`src/rtl/dac_spi_writer_if.sv`:
```
// Upstream handshake and DAC pin bundle for dac_spi_writer.
// The preprocessor side uses the master modport, the serializer the slave modport.
interface dac_spi_writer_if #(
    parameter int W_DATA = 16
);
    logic [W_DATA-1:0] data_in;
    logic              data_valid_in;
    logic [2:0]        channel_in;
    logic              dac_sclk_out;
    logic              dac_sync_n_out;
    logic              dac_din_out;
    logic              busy_out;
    logic              done_out;
    logic              overrun_out;

    modport master (
        output data_in,
        output data_valid_in,
        output channel_in,
        input  dac_sclk_out,
        input  dac_sync_n_out,
        input  dac_din_out,
        input  busy_out,
        input  done_out,
        input  overrun_out
    );

    modport slave (
        input  data_in,
        input  data_valid_in,
        input  channel_in,
        output dac_sclk_out,
        output dac_sync_n_out,
        output dac_din_out,
        output busy_out,
        output done_out,
        output overrun_out
    );
endinterface

```
`src/rtl/dac_spi_writer.sv`:
```
// Serializes signed preprocessor words into 24-bit write-and-update frames for a
// DAC8568-style SPI DAC. Data is converted to offset binary, one word can be held
// pending while a frame or the inter-frame gap is in progress.
// W_DATA must be 16: the frame data field is fixed at 16 bits.
module dac_spi_writer #(
    parameter int         W_DATA     = 16,
    parameter int         CLK_DIV    = 2,
    parameter int         GAP_CYCLES = 4,
    parameter logic [3:0] CMD        = 4'b0011
) (
    input  logic             clk_in,
    input  logic             reset_in,
    dac_spi_writer_if.slave  bus
);
    typedef enum logic [1:0] {IDLE, SHIFT, GAP} state_t;

    localparam logic [8:0] PH_LAST  = 9'(2 * CLK_DIV - 1);
    localparam logic [8:0] SCLK_HI  = 9'(CLK_DIV);
    localparam logic [7:0] GAP_LAST = 8'(GAP_CYCLES - 1);

    // Frame: command, reserved zero, channel, offset-binary data.
    function automatic logic [23:0] make_frame(input logic [2:0] ch, input logic [15:0] d);
        return {CMD, 1'b0, ch, ~d[15], d[14:0]};
    endfunction

    state_t      state_reg, state_next;
    logic [4:0]  bit_reg, bit_next;
    logic [8:0]  phase_reg, phase_next;
    logic [7:0]  gap_reg, gap_next;
    logic [23:0] frame_reg, frame_next;
    logic        pend_full_reg, pend_full_next;
    logic [23:0] pend_frame_reg, pend_frame_next;

    logic        sclk_reg, sclk_next;
    logic        sync_n_reg, sync_n_next;
    logic        din_reg, din_next;
    logic        busy_reg, busy_next;
    logic        done_reg, done_next;
    logic        overrun_reg, overrun_next;

    logic [W_DATA-1:0] data_w;
    logic [23:0]       in_frame;
    logic              load_pend;
    logic              take_direct;
    logic              overrun_evt;

    assign data_w   = bus.data_in;
    assign in_frame = make_frame(bus.channel_in, data_w[15:0]);

    // State, counters, frame/pending storage and registered outputs.
    always_ff @(posedge clk_in or posedge reset_in) begin
        if (reset_in) begin
            state_reg      <= IDLE;
            bit_reg        <= '0;
            phase_reg      <= '0;
            gap_reg        <= '0;
            frame_reg      <= '0;
            pend_full_reg  <= 1'b0;
            pend_frame_reg <= '0;
            sclk_reg       <= 1'b0;
            sync_n_reg     <= 1'b1;
            din_reg        <= 1'b0;
            busy_reg       <= 1'b0;
            done_reg       <= 1'b0;
            overrun_reg    <= 1'b0;
        end else begin
            state_reg      <= state_next;
            bit_reg        <= bit_next;
            phase_reg      <= phase_next;
            gap_reg        <= gap_next;
            frame_reg      <= frame_next;
            pend_full_reg  <= pend_full_next;
            pend_frame_reg <= pend_frame_next;
            sclk_reg       <= sclk_next;
            sync_n_reg     <= sync_n_next;
            din_reg        <= din_next;
            busy_reg       <= busy_next;
            done_reg       <= done_next;
            overrun_reg    <= overrun_next;
        end
    end

    // Next state, bit/phase/gap counters and the one-entry pending slot.
    always_comb begin
        state_next      = state_reg;
        bit_next        = bit_reg;
        phase_next      = phase_reg;
        gap_next        = gap_reg;
        frame_next      = frame_reg;
        pend_full_next  = pend_full_reg;
        pend_frame_next = pend_frame_reg;
        load_pend       = 1'b0;
        take_direct     = 1'b0;
        overrun_evt     = 1'b0;

        case (state_reg)
            IDLE: begin
                if (bus.data_valid_in) begin
                    frame_next = in_frame;
                    state_next = SHIFT;
                    bit_next   = 5'd23;
                    phase_next = '0;
                end
            end
            SHIFT: begin
                if (phase_reg == PH_LAST) begin
                    phase_next = '0;
                    if (bit_reg == 5'd0) begin
                        state_next = GAP;
                        gap_next   = '0;
                    end else begin
                        bit_next = bit_reg - 5'd1;
                    end
                end else begin
                    phase_next = phase_reg + 9'd1;
                end
            end
            GAP: begin
                if (gap_reg == GAP_LAST) begin
                    if (pend_full_reg) begin
                        // Older pending word goes out first; a same-cycle strobe
                        // refills the slot below.
                        frame_next = pend_frame_reg;
                        load_pend  = 1'b1;
                        state_next = SHIFT;
                        bit_next   = 5'd23;
                        phase_next = '0;
                    end else if (bus.data_valid_in) begin
                        // Strobe on the last gap cycle with nothing pending is sent
                        // straight away rather than parking in the slot.
                        frame_next  = in_frame;
                        take_direct = 1'b1;
                        state_next  = SHIFT;
                        bit_next    = 5'd23;
                        phase_next  = '0;
                    end else begin
                        state_next = IDLE;
                    end
                end else begin
                    gap_next = gap_reg + 8'd1;
                end
            end
            default: state_next = IDLE;
        endcase

        if (load_pend) begin
            pend_full_next = 1'b0;
        end
        if (bus.data_valid_in && (state_reg != IDLE) && !take_direct) begin
            pend_frame_next = in_frame;
            pend_full_next  = 1'b1;
            overrun_evt     = pend_full_reg && !load_pend;
        end
    end

    // Output values derived from the upcoming state so every pin is a flop.
    always_comb begin
        sync_n_next  = 1'b1;
        sclk_next    = 1'b0;
        din_next     = 1'b0;
        busy_next    = (state_next != IDLE);
        done_next    = (state_reg == SHIFT) && (state_next == GAP);
        overrun_next = overrun_evt;
        if (state_next == SHIFT) begin
            sync_n_next = 1'b0;
            sclk_next   = (phase_next < SCLK_HI);
            din_next    = frame_next[bit_next];
        end
    end

    assign bus.dac_sclk_out   = sclk_reg;
    assign bus.dac_sync_n_out = sync_n_reg;
    assign bus.dac_din_out    = din_reg;
    assign bus.busy_out       = busy_reg;
    assign bus.done_out       = done_reg;
    assign bus.overrun_out    = overrun_reg;
endmodule
```
`src/flat_wrapper.sv`:
```
// flat-port wrapper written by rule: the top's interface ports become plain ports
module dac_spi_writer_flat 
#(
    parameter int         W_DATA     = 16,
    parameter int         CLK_DIV    = 2,
    parameter int         GAP_CYCLES = 4,
    parameter logic [3:0] CMD        = 4'b0011
)
  (clk_in, reset_in, bus_data_in, bus_data_valid_in, bus_channel_in, bus_dac_sclk_out, bus_dac_sync_n_out, bus_dac_din_out, bus_busy_out, bus_done_out, bus_overrun_out);
  dac_spi_writer_if #(.W_DATA(W_DATA)) bus_i ();
  input  logic clk_in;
  input  logic reset_in;
  input wire logic [$bits(bus_i.data_in)-1:0] bus_data_in;
  input wire logic [$bits(bus_i.data_valid_in)-1:0] bus_data_valid_in;
  input wire logic [$bits(bus_i.channel_in)-1:0] bus_channel_in;
  output wire logic [$bits(bus_i.dac_sclk_out)-1:0] bus_dac_sclk_out;
  output wire logic [$bits(bus_i.dac_sync_n_out)-1:0] bus_dac_sync_n_out;
  output wire logic [$bits(bus_i.dac_din_out)-1:0] bus_dac_din_out;
  output wire logic [$bits(bus_i.busy_out)-1:0] bus_busy_out;
  output wire logic [$bits(bus_i.done_out)-1:0] bus_done_out;
  output wire logic [$bits(bus_i.overrun_out)-1:0] bus_overrun_out;
  assign bus_i.data_in = bus_data_in;
  assign bus_i.data_valid_in = bus_data_valid_in;
  assign bus_i.channel_in = bus_channel_in;
  assign bus_dac_sclk_out = bus_i.dac_sclk_out;
  assign bus_dac_sync_n_out = bus_i.dac_sync_n_out;
  assign bus_dac_din_out = bus_i.dac_din_out;
  assign bus_busy_out = bus_i.busy_out;
  assign bus_done_out = bus_i.done_out;
  assign bus_overrun_out = bus_i.overrun_out;
  dac_spi_writer #(.W_DATA(W_DATA), .CLK_DIV(CLK_DIV), .GAP_CYCLES(GAP_CYCLES), .CMD(CMD)) u_core (.clk_in(clk_in), .reset_in(reset_in), .bus(bus_i));
endmodule
```
`config.mk`:
```
export PLATFORM = sky130hd
export DESIGN_NAME = dac_spi_writer_flat
export DESIGN_NICKNAME = d
export VERILOG_FILES = /design/src/rtl/dac_spi_writer_if.sv /design/src/rtl/dac_spi_writer.sv /design/src/flat_wrapper.sv
export SDC_FILE = /design/constraint.sdc
export NUM_CORES = 1
export LEC_CHECK = 0
export ABC_AREA = 1
export CORE_UTILIZATION = 60
export CTS_CLUSTER_SIZE = 40
export DETAILED_ROUTE_END_ITERATION = 7
export HOLD_SLACK_MARGIN = 0.1
export PLACE_DENSITY = 0.81
export SYNTH_ARGS = -nofsm -noshare
export SYNTH_HDL_FRONTEND = slang
export SYNTH_SLANG_ARGS = --single-unit
```
`constraint.sdc`:
```
create_clock -name clk_in -period 3.1 [get_ports clk_in]
set_clock_uncertainty 0.15 [all_clocks]
set_input_delay 0.62 -clock clk_in [delete_from_list [all_inputs] [get_ports clk_in]]
set_output_delay 0.62 -clock clk_in [all_outputs]
set_load 0.005 [all_outputs]
```
==> run_1/m1.png <==
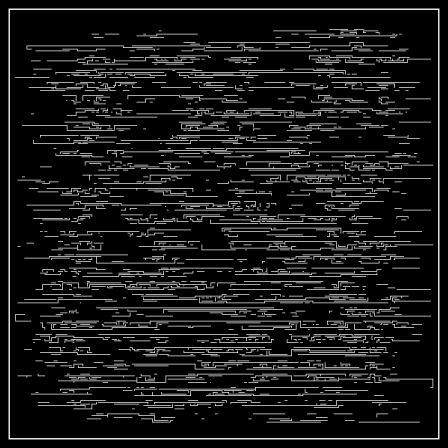
The layer holds 45% of the routed length. The wires run mostly horizontal. The longest straight run is 36.3 um. The layer carries 5000 um of wire.

==> run_1/m2.png <==
Bar = 20 um. Cells faint in the background.
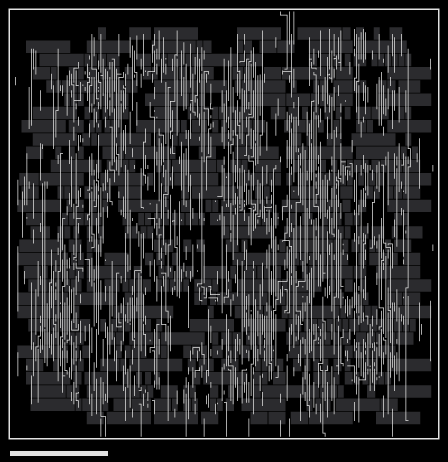
554 nets have wire on it. The layer carries 5170 um of wire. The layer holds 47% of the routed length.
vias: 4199
met2 usage in global routing: 50.0%
wire length reported by the detailed router: 11100 um

==> run_1/m3.png <==
Bar = 20 um.
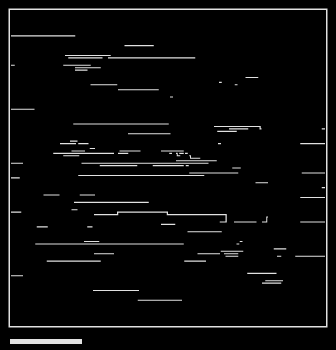
The wires run mostly horizontal. 61 nets have wire on it.

run 1: synthesized netlist by cell type (all sizes together), types with 7 or more instances:
cell type / n
a21oi: 20
buf: 11
nand2: 216
inv: 81
nand3: 71
nor2: 49
mux2: 7
dfrtp: 74
or2: 12
clkbuf: 10
o21ai: 35
nor3: 7
run 1: cell families (layout without fill, tap and decap cells):
kind of cell	Yosys count	after routing	share of synthesized area, %
compound gates	69	69	8.96
xor+xnor	3	3	0.596
fa+ha+maj	3	3	0.851
buf+inv	104	138	9.41
flops	75	75	42.6
mux	7	7	1.79
simple gates	366	366	35.8
run 1: metal layers:
metal	GRT usage, %	vias up	wire (um)
met5	0	-	0
met4	16.4	0	318
met3	5.28	26	629
met2	50.0	147	5170
met1	40.9	1975	5000
li1	-	2051	-
run 1: final cells by class:
| class | instances | area [um^2] |
|---|---|---|
| Sequential cell | 75 | 1880 |
| Clock buffer | 9 | 124 |
| Inverter | 83 | 313 |
| Multi-Input combinational cell | 448 | 2120 |
| Tap cell | 96 | 120 |
| Fill cell | 563 | 1900 |
| Timing Repair Buffer | 39 | 373 |
| Clock inverter | 7 | 116 |
run 1: worst max-delay path by stage:
stage	from	to	slack, ps	cells after the start
2_1_floorplan	reset_in	u_core.bit_reg[0]$_DFF_PP0_	420	1
3_5_place_dp	bus_data_valid_in	u_core.bus.dac_din_out$_DFF_PP0_	220	16
6_report	u_core.phase_reg[0]$_DFFE_PP0P_	u_core.bus.dac_din_out$_DFF_PP0_	510	18
5_1_grt	u_core.phase_reg[0]$_DFFE_PP0P_	u_core.bus.dac_din_out$_DFF_PP0_	290	18
3_3_place_gp	bus_data_valid_in	u_core.bus.dac_din_out$_DFF_PP0_	260	16
4_1_cts	u_core.phase_reg[0]$_DFFE_PP0P_	u_core.bus.dac_din_out$_DFF_PP0_	540	18
==> run notes, run 1 <==
flow finished, numbers: die width 87.8 um, measured slew at the worst slew-check pin 841 ps, non-filler instance count after layout 757, post-placement setup slack 221 ps, clock network power share 44.2%, endpoint of the most critical register-to-register path u_core.bus.dac_din_out$_DFF_PP0_, Final ANT Viol Nets 0, Clock net power 909 uW, CP max FO 12, Crit Path Class flip-flop to flip-flop, status finished clean, unrepaired setup endpoints after global routing no, y dimension of the die 87.8 um, launching point of the worst reg2reg path u_core.phase_reg[0]$_DFFE_PP0P_, count of TritonRoute iterations in the first routing pass 5, number of cells in the design after placement 741, FMAX 0.386 GHz, syn_nets 652, power per cell area 408 nW/um^2, CTS Buf Count 9, Overall Global Routing Usage 31.3%, Worst Path Arrival 2690 ps, vias in the first global route 4005, detailed-placement wirelength estimate 7750 um, clk root buf sky130_fd_sc_hd__clkbuf_8, clock network latency to the later pin of the worst-skew pair 350 ps, total number of yosys warnings 0, routed len/inst 14.7 um, total leakage power 0.00257 uW, critical path required time 3200 ps, number of logged tool warnings 26, initial antenna violation count 0, worst voltage drop across the vdd grid 262 uV, sum of internal, switching and leakage power 2060 uW, tightest hold margin 324 ps, most used cell along the critical path sky130_fd_sc_hd__nand2_1, Initial Utilization 63.5%, post-synth top area cell sky130_fd_sc_hd__dfrtp_1, Slew Limit Headroom 43.7%, number of DRC markers in iteration 0 322, netlist area before placement 4410 um^2, proportion of power drawn by flip-flops and latches 49.3%, diode count 0, Switch Pwr 462 uW, post-synthesis register bit count 75, Combinational Power Share 6.5%, Post-DP Area 4800 um^2, minimum setup slack among reg-to-reg paths 510 ps, count of final max-slew check failures 0, RePlAce Congestion 0.963, sinks on the clock net 75, Top cells excl fill/tap sky130_fd_sc_hd__nand2_1 (212), sky130_fd_sc_hd__inv_1 (76), sky130_fd_sc_hd__dfrtp_1 (74), sky130_fd_sc_hd__nand3_1 (68), sky130_fd_sc_hd__nor2_1 (44), most frequent logic cell in the layout sky130_fd_sc_hd__nand2_1, Hold Crit Start u_core.frame_reg[23]$_DFF_PP0_, largest stage delay on the critical path 430 ps, total of buffers placed on input and output ports 27, post-route DRC violation count 0, clock tree from TritonCTS yes, Worst Setup End Kind flip-flop, Comb group 134 uW, path depth of the worst reg2reg path 18, top area contributor share 42.0%, number of setup violations in the final report 0, Hold Path Stages 2, final core utilization 72.6%, wire length of the first global-routing pass 18400 um, fraction of power spent switching nets 22.5%, cells resized by post-CTS repair 0, Largest register FFs 24, Syn-to-layout area delta 14.3%, crit-path cells ha_1 > inv_1 > nor2_1 > nand2_1 > nor2_4 > nand4_1 > nand2_2 > nand2_2 > inv_2 > nand2_1 > nand2_1 > nand2_1 > nand3_1 > nand3_1 > nand2_1 > nand2_1 > nand2_1 > inv_1, Congestion Overflow GR 0
==> run_1/congestion_map.png <==
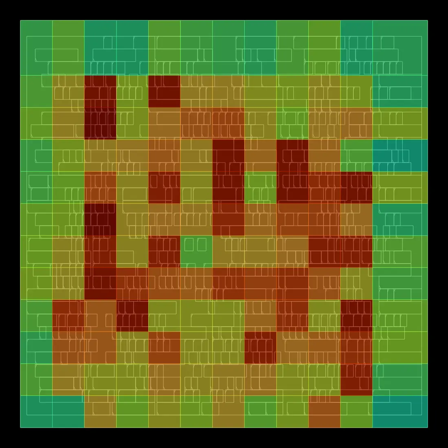

==> run 2: changes to the inputs <==
--- a/config.mk
+++ b/config.mk
@@ -6,11 +6,11 @@
 export NUM_CORES = 1
 export LEC_CHECK = 0
 export ABC_AREA = 1
-export CORE_UTILIZATION = 60
+export CORE_UTILIZATION = 54
 export CTS_CLUSTER_SIZE = 40
 export DETAILED_ROUTE_END_ITERATION = 7
 export HOLD_SLACK_MARGIN = 0.1
-export PLACE_DENSITY = 0.81
+export PLACE_DENSITY = 0.77
 export SYNTH_ARGS = -nofsm -noshare
 export SYNTH_HDL_FRONTEND = slang
 export SYNTH_SLANG_ARGS = --single-unit
==> constraint.sdc (replaced) <==
create_clock -name clk_in -period 2.3 [get_ports clk_in]
set_clock_uncertainty 0.15 [all_clocks]
set_input_delay 0.46 -clock clk_in [delete_from_list [all_inputs] [get_ports clk_in]]
set_output_delay 0.46 -clock clk_in [all_outputs]
set_load 0.005 [all_outputs]
==> run_2/congestion_map.png <==
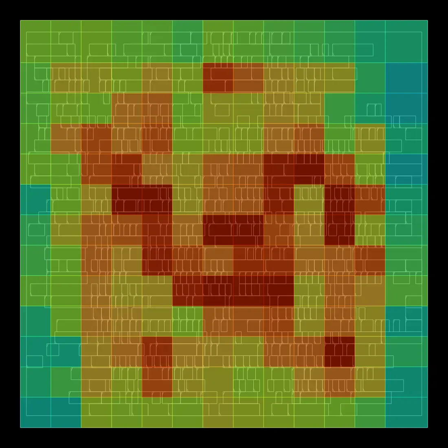
Overall Global Routing Usage: 29.0%
met1 routing resource usage after global routing: 37.6%
routed len/inst: 14.2 um

==> run 2 against run 1 <==
  * Clock-buffer cell count is 4 higher
  * Synthesized cell count stayed put
  * Highest routed layer unchanged
  * Largest power group unchanged
  * Maximum frequency is 13% higher
==> run notes, run 2 <==
flow finished, numbers: status finished clean, Critical-path top delay cell sky130_fd_sc_hd__dfrtp_1, vias per std cell 5.38, synthesized netlist cell count 627, count of final max-slew check failures 0, Adder-Cell Fraction of Synth Area 0.851%, dominant register cell in the synthesized netlist sky130_fd_sc_hd__dfrtp_1, Crit Path Class flip-flop to flip-flop, initial antenna violation count 0, clock network latency to the later pin of the worst-skew pair 360 ps, unrepaired setup endpoints after global routing yes, launching point of the worst reg2reg path u_core.phase_reg[0]$_DFFE_PP0P_, worst voltage drop across the vdd grid 277 uV, clock network power share 37.3%, capture point of the critical path u_core.bus.dac_din_out$_DFF_PP0_, Worst setup startpoint u_core.phase_reg[0]$_DFFE_PP0P_, post-route DRC violation count 0, Switch Pwr 611 uW, total leakage power 0.00278 uW, internal power 1900 uW, number of logged tool warnings 27, Bufs on Longest Clock Path 2, endpoint of the most critical register-to-register path u_core.bus.dac_din_out$_DFF_PP0_, XOR/XNOR share of the synthesized area 0.595%, share of flip-flops with an asynchronous set or reset after synthesis 100%, fin nets 729, Bufs and invs on worst path 3, area fraction in and, or, nand and nor cells after synthesis 35.8%, sequential cell area fraction in the yosys report 42.6%, detailed-placement wirelength estimate 8620 um, Chip Area 8540 um^2, RePlAce Congestion 0.944, Comb group 206 uW, Worst Path Arrival 2390 ps, complex-gate fraction of the synthesized area 8.96%, top area contributor share 42.0%, Final ANT Viol Nets 0, y dimension of the die 92.4 um, Max power group registers, clock tree from TritonCTS yes, final total negative setup slack 0 ps, count of unique library cells instantiated by Yosys 43, most frequent cell after synthesis sky130_fd_sc_hd__nand2_1, clock period minus worst slack 2300 ps, critical path required time 2390 ps, measured slew at the worst slew-check pin 426 ps, maxcap violations 0, Slew Limit Headroom 71.4%, number of DRC markers in iteration 0 247, count of TritonRoute iterations in the first routing pass 5, hold violation count in the final report 0, Clock net power 935 uW, total number of yosys warnings 0, CP max FO 8, FMAX 0.435 GHz, post-synth top area cell sky130_fd_sc_hd__dfrtp_1, mean instance size in the synthesized netlist 7.04 um^2, CTS Buf Count 9, Syn-to-layout area delta 23.1%, count of library flops with an enable pin 0, power of the sequential group 1370 uW, Worst Setup End Kind flip-flop, diode count 0, family of cells with the greatest summed delay on the critical path simple AND/OR/NAND/NOR gates, Congestion Overflow GR 0, fraction of the cycle the final worst path needs 99.8%, Reg clk slew, reported paths 80 ps, count of H-tree levels built during CTS 3, minimum setup slack among reg-to-reg paths 4 ps, wire length of the first global-routing pass 19400 um, path depth of the worst reg2reg path 15, number of setup violations in the final report 0, crit-path cells ha_2 > inv_1 > nor2_1 > nand2_1 > nor2_4 > nand2_1 > o21ai_2 > nand3_2 > buf_4 > nand3_1 > nand3_1 > nand2_1 > nand2_1 > nand2_1 > inv_1, fraction of power spent switching nets 24.4%, Critical Path Start Type flip-flop, clk root buf sky130_fd_sc_hd__clkbuf_8, largest stage delay on the critical path 380 ps, total of buffers placed on input and output ports 27, cell count along the critical path 15, yosys cell count 627, Initial Utilization 56.5%, synthesized chip area reported by yosys 4410 um^2, maximum number of pins on one net before global-route repair 22, most frequent logic cell in the layout sky130_fd_sc_hd__nand2_1, Top cells excl fill/tap sky130_fd_sc_hd__nand2_1 (210), sky130_fd_sc_hd__inv_1 (76), sky130_fd_sc_hd__dfrtp_1 (74), sky130_fd_sc_hd__nand3_1 (65), sky130_fd_sc_hd__buf_4 (55), Post-synth top cells sky130_fd_sc_hd__nand2_1 (212), sky130_fd_sc_hd__inv_1 (77), sky130_fd_sc_hd__dfrtp_1 (74), post-synthesis register bit count 75, Combinational Power Share 8.2%, ratio of cells with drive above 1 in the final layout 17.2%, syn_nets 652, die width 92.4 um, Logic family by area simple AND/OR/NAND/NOR gates, floorplan core area 7810 um^2, most used cell along the critical path sky130_fd_sc_hd__nand2_1, mux share of post-synthesis cell area 1.79%, total I/O pin count 28, sum of internal, switching and leakage power 2510 uW, type of the worst min-delay path primary input to asynchronous set/reset pin, power per cell area 461 nW/um^2, vias in the first global route 4261, netlist area before placement 4410 um^2, number of rows created at floorplan 32, sinks on the clock net 75, top area cells in the synthesized netlist sky130_fd_sc_hd__dfrtp_1 (42%), sky130_fd_sc_hd__nand2_1 (18%), sky130_fd_sc_hd__nand3_1 (7.7%), sky130_fd_sc_hd__inv_1 (6.5%), sky130_fd_sc_hd__o21ai_0 (3.9%), proportion of power drawn by flip-flops and latches 54.5%, Largest register FFs 24
==> run_2/m2.png <==
Bar = 20 um. Cells faint in the background.
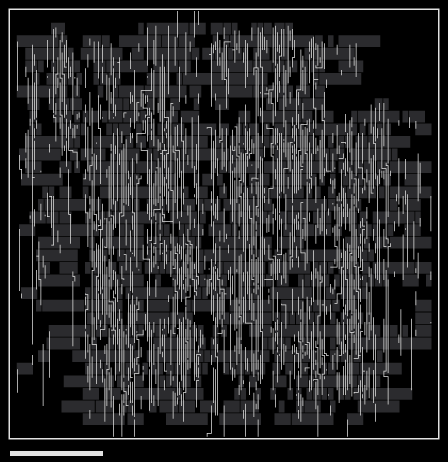
The longest straight run is 64.6 um. The layer holds 46% of the routed length.
wire length reported by the detailed router: 11500 um
vias: 4360

-- run 2: what timing repair did --
| action | in CTS | in global routing |
|---|---|---|
| setup buffers | 0 | 1 |
| hold endpoints to repair | 0 | 0 |
| pin swaps | 1 | 3 |
| endpoints found under the setup margin | 1 | 1 |
| gates resized | 3 | 11 |
| hold buffers | 0 | 0 |
-- run 2: stage by stage --
step	setup slack (ps)	hold slack, ps	cells	utilization, %	instance area, um^2
after floorplan	210	281	627	-	4420
after global placement	-247	303	794	66.7	5200
after detailed placement	-276	330	794	66.7	5200
after CTS	12.9	306	810	69.0	5380
after global routing	-173	321	811	69.6	5430
final	3.71	295	811	69.6	5430
-- run 2: area by class of cell --
cell class / instances / area, um^2
clock buffer: 13 / 159
clock inverter: 3 / 15.0
fill: 622 / 2370
inverter: 83 / 317
multi-input combinational: 448 / 2160
sequential: 75 / 1880
tap: 102 / 128
timing repair buffer: 87 / 774
-- run 2: layer usage --
metal	up-vias	share of wire (%)	global-route usage, %
li1	2147	-	-
met2	168	46	46.5
met3	32	6.8	5.34
met4	0	3.1	14.3
met1	2013	44	37.6
met5	-	0	0
-- run 2: worst min path at each step --
stage	start	cells past startpoint	slack, ps	to
after floorplan	u_core.frame_reg[23]$_DFF_PP0_	2	280	u_core.frame_reg[23]$_DFF_PP0_
after global placement	u_core.pend_frame_reg[20]$_DFFE_PP0P_	2	300	u_core.pend_frame_reg[20]$_DFFE_PP0P_
final	reset_in	2	300	u_core.phase_reg[3]$_DFF_PP0_
after global routing	reset_in	2	320	u_core.phase_reg[5]$_DFF_PP0_
after detailed placement	u_core.pend_frame_reg[20]$_DFFE_PP0P_	2	330	u_core.pend_frame_reg[20]$_DFFE_PP0P_
after CTS	reset_in	2	310	u_core.phase_reg[5]$_DFF_PP0_
==> run_2/m1.png <==
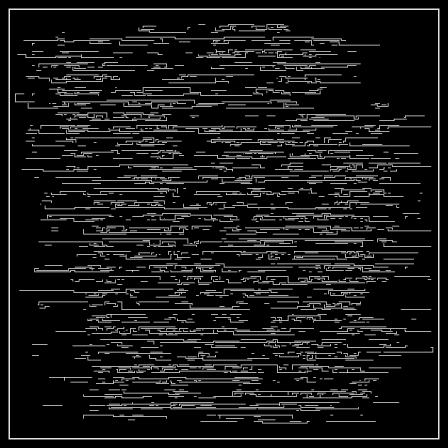

==> run 3: changes to the inputs <==
--- a/config.mk
+++ b/config.mk
@@ -6,6 +6,7 @@
 export NUM_CORES = 1
 export LEC_CHECK = 0
 export ABC_AREA = 1
+export CAP_MARGIN = 25
 export CORE_UTILIZATION = 54
 export CTS_CLUSTER_SIZE = 40
 export DETAILED_ROUTE_END_ITERATION = 7
==> constraint.sdc (replaced) <==
create_clock -name clk_in -period 2 [get_ports clk_in]
set_clock_uncertainty 0.15 [all_clocks]
set_input_delay 0.4 -clock clk_in [delete_from_list [all_inputs] [get_ports clk_in]]
set_output_delay 0.4 -clock clk_in [all_outputs]
set_load 0.005 [all_outputs]
==> run_3/m1.png <==
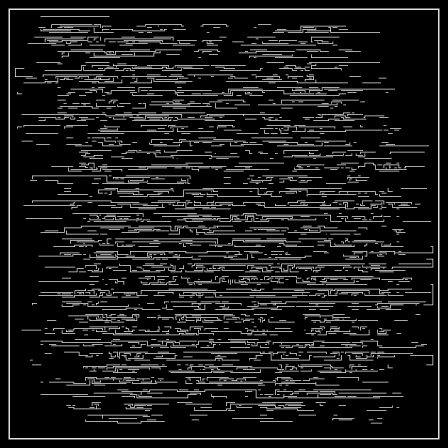
The longest straight run is 27.6 um. The layer carries 5730 um of wire. The layer holds 40% of the routed length. The wires run mostly horizontal.
vias: 5045
met1 routing resource usage after global routing: 42.0%

==> run 3 against run 2 <==
  * The flow now finishes with violations (setup timing)
  * Wire length grew 25%
  * Clock-buffer cell count shrank 3
  * Non-clock buffer count grew 64
  * Critical path type unchanged
  * Largest cell class unchanged
  * Highest routed layer unchanged
==> run notes, run 3 <==
flow finished, numbers: number of cells in the design after placement 838, Bufs on Longest Clock Path 2, netlist area before placement 4410 um^2, maximum number of pins on one net before global-route repair 41, FMAX 0.402 GHz, synthesized netlist cell count 627, post-CTS repair timing setup buffer count 8, worst voltage drop across the vdd grid 329 uV, count of library flops with an enable pin 0, power per cell area 470 nW/um^2, clock tree from TritonCTS yes, number of setup violations in the final report 16, CTS Buf Count 9, count of final max-slew check failures 0, routed len/inst 16.5 um, Critical Path Start Type flip-flop, sum of internal, switching and leakage power 2920 uW, fraction of the cycle the final worst path needs 124%, cells resized by post-CTS repair 42, post-synth top area cell sky130_fd_sc_hd__dfrtp_1, count of H-tree levels built during CTS 3, share of flip-flops with an asynchronous set or reset after synthesis 100%, syn_nets 652, number of rows created at floorplan 32, diode count 0, Largest register FFs 24, wire length of the first global-routing pass 21500 um, Syn-to-layout area delta 40.8%, Critical-path top delay cell sky130_fd_sc_hd__dfrtp_1, final total negative setup slack -2840 ps, most frequent cell after synthesis sky130_fd_sc_hd__nand2_1, measured slew at the worst slew-check pin 452 ps, most frequent logic cell in the layout sky130_fd_sc_hd__nand2_1, Slew Limit Headroom 69.9%, clock network latency to the later pin of the worst-skew pair 350 ps, capture point of the critical path u_core.bus.dac_din_out$_DFF_PP0_, Reg clk slew, reported paths 80 ps, total of buffers placed on input and output ports 27, Crit Path Class flip-flop to flip-flop, Post-DP Area 5500 um^2, vias in the first global route 4514, sinks on the clock net 75, non-filler instance count after layout 876, Bufs and invs on worst path 3, failing checks setup timing, number of DRC markers in iteration 0 468, top area contributor share 42.0%, mean instance size in the synthesized netlist 7.04 um^2, family of cells with the greatest summed delay on the critical path simple AND/OR/NAND/NOR gates, floorplan core area 7810 um^2, launching point of the worst reg2reg path u_core.phase_reg[1]$_DFF_PP0_, Worst Path Arrival 2620 ps, status finished with violations, endpoint of the most critical register-to-register path u_core.bus.dac_din_out$_DFF_PP0_, path depth of the worst reg2reg path 17, top area cells in the synthesized netlist sky130_fd_sc_hd__dfrtp_1 (42%), sky130_fd_sc_hd__nand2_1 (18%), sky130_fd_sc_hd__nand3_1 (7.7%), sky130_fd_sc_hd__inv_1 (6.5%), sky130_fd_sc_hd__o21ai_0 (3.9%), final non-filler cell area 6210 um^2, crit-path cells ha_2 > inv_2 > nor2_4 > nand2_2 > nor2_4 > nand3_2 > nand2_1 > nand2_1 > nand2_2 > nand3_1 > nand2_1 > inv_2 > nand2_2 > nand3_2 > a21oi_2 > nand2_1 > inv_1, cell count along the critical path 17, synthesized chip area reported by yosys 4410 um^2, hold violation count in the final report 0, Top cells excl fill/tap sky130_fd_sc_hd__nand2_1 (197), sky130_fd_sc_hd__buf_4 (109), sky130_fd_sc_hd__dfrtp_1 (74), sky130_fd_sc_hd__inv_1 (64), sky130_fd_sc_hd__nand3_1 (62), post-synthesis register bit count 75, largest stage delay on the critical path 380 ps, total number of yosys warnings 0, die width 92.4 um, detailed-placement wirelength estimate 8860 um, clk root buf sky130_fd_sc_hd__clkbuf_8, type of the worst min-delay path primary input to asynchronous set/reset pin, CP max FO 6, clock period minus worst slack 2490 ps, ratio of cells with drive above 1 in the final layout 30.9%, Congestion Overflow GR 0, final core utilization 79.6%, post-route worst setup slack -485 ps, Overall Global Routing Usage 32.0%, Worst setup startpoint u_core.phase_reg[1]$_DFF_PP0_, Chip Area 8540 um^2, number of logged tool warnings 29, vias per std cell 5.76, Post-synth top cells sky130_fd_sc_hd__nand2_1 (212), sky130_fd_sc_hd__inv_1 (77), sky130_fd_sc_hd__dfrtp_1 (74), initial antenna violation count 0, total leakage power 0.00315 uW, y dimension of the die 92.4 um, RePlAce Congestion 0.901, minimum setup slack among reg-to-reg paths -490 ps, post-placement setup slack -520 ps, maxcap violations 0, tightest hold margin 300 ps, yosys cell count 627, number of buffers added to fix hold violations after cts 0, unrepaired setup endpoints after global routing yes, total I/O pin count 28, count of TritonRoute iterations in the first routing pass 7, count of unique library cells instantiated by Yosys 43, sequential cell area fraction in the yosys report 42.6%, post-route DRC violation count 0, Final ANT Viol Nets 0, dominant register cell in the synthesized netlist sky130_fd_sc_hd__dfrtp_1, Initial Utilization 56.5%, critical path required time 2140 ps, Worst Setup End Kind flip-flop, fin nets 794, most used cell along the critical path sky130_fd_sc_hd__nand2_1
==> run_3/m2.png <==
Bar = 20 um. Cells faint in the background.
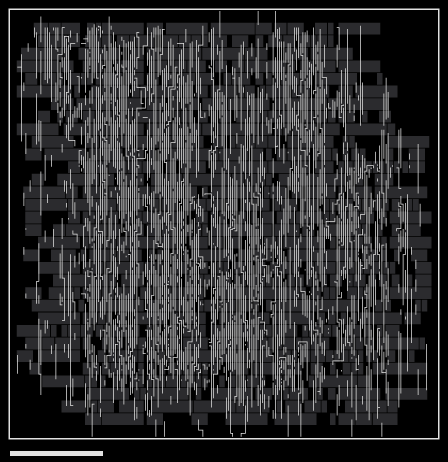
687 nets have wire on it. The wires run mostly vertical. The layer carries 6920 um of wire.
met2 usage in global routing: 52.9%
wire length reported by the detailed router: 14400 um

-- run 3: cell types whose count changed in the layout (fill, tap and decap cells not counted), moves of 8 or more --
cell                      previous run  this run
sky130_fd_sc_hd__buf_4              55       109
sky130_fd_sc_hd__nand2_1           210       197
sky130_fd_sc_hd__buf_6               1        13
sky130_fd_sc_hd__inv_1              76        64
sky130_fd_sc_hd__nand2_2             5        16
sky130_fd_sc_hd__inv_2               4        12
sky130_fd_sc_hd__nor2_1             43        35
-- run 3: per-layer routing --
| metal | wire, um | part of all wire (%) | global-route usage (%) | vias to the layer above |
|---|---|---|---|---|
| met5 | 0 | 0 | 0 | - |
| met2 | 6920 | 48 | 52.9 | 333 |
| met3 | 1240 | 8.6 | 3.94 | 58 |
| met1 | 5730 | 40 | 42.0 | 2385 |
| met4 | 551 | 3.8 | 14.5 | 0 |
| li1 | - | - | - | 2269 |
-- run 3: area by class of cell --
cell class                      instances  area (um^2)
Clock inverter                          6         41.3
Tap cell                              102          128
Clock buffer                           10          138
Fill cell                             495         1590
Sequential cell                        75         1880
Inverter                               83          327
Timing Repair Buffer                  151         1270
Multi-Input combinational cell        449         2430
-- run 3: tightest hold or removal path: cells and delay by family --
kind | cells | cell delay, ps
buffers and inverters | 3 | 780
-- run 3: power by group --
part	internal, uW	switching, uW
clock	482	619
combinational	118	128
sequential	1550	20.4
-- run 3: cells by family after synthesis --
kind of cell,share of synthesized area (%)
flip-flops,42.6
adder cells (fa/ha/maj),0.851
AND/OR/NAND/NOR,35.8
multiplexers,1.79
XOR/XNOR,0.596
buffers and inverters,9.41
AND-OR/OR-AND,8.96

==> notes/layouts.md <==
Pictures saved along the way, in no particular order.

Metal 4.
Cells faint in the background.
panel A
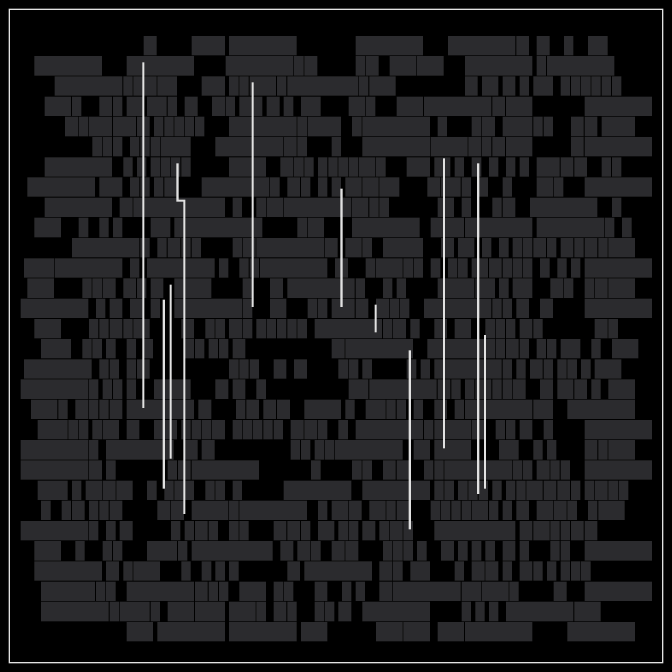
panel B
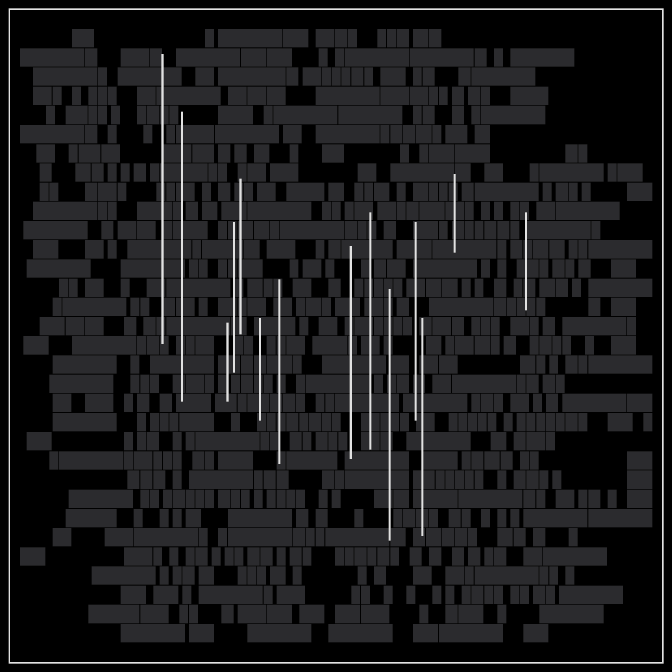
panel C
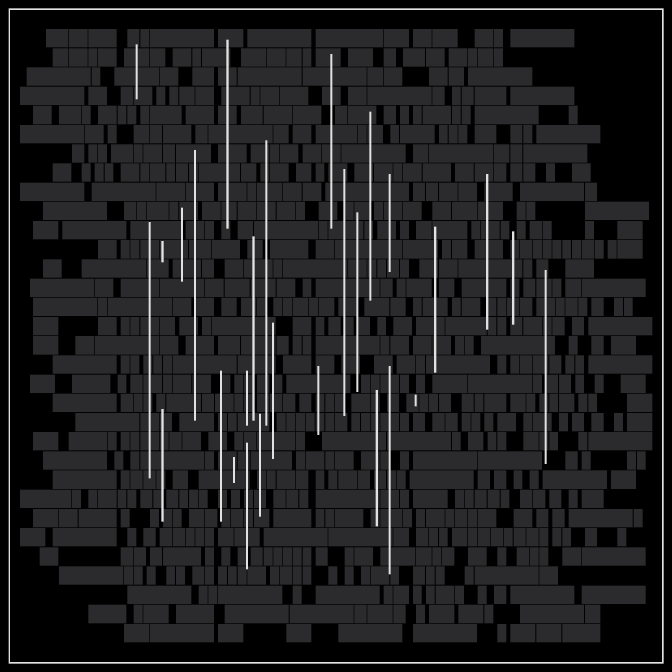
run 2: panel B
run 3: panel C
run 1: panel A

Key to panel B:
The longest straight run is 40.8 um. The wires run mostly vertical. The layer holds 3.1% of the routed length.

Power figures rest on the tool's default switching activity, not on a simulated workload.
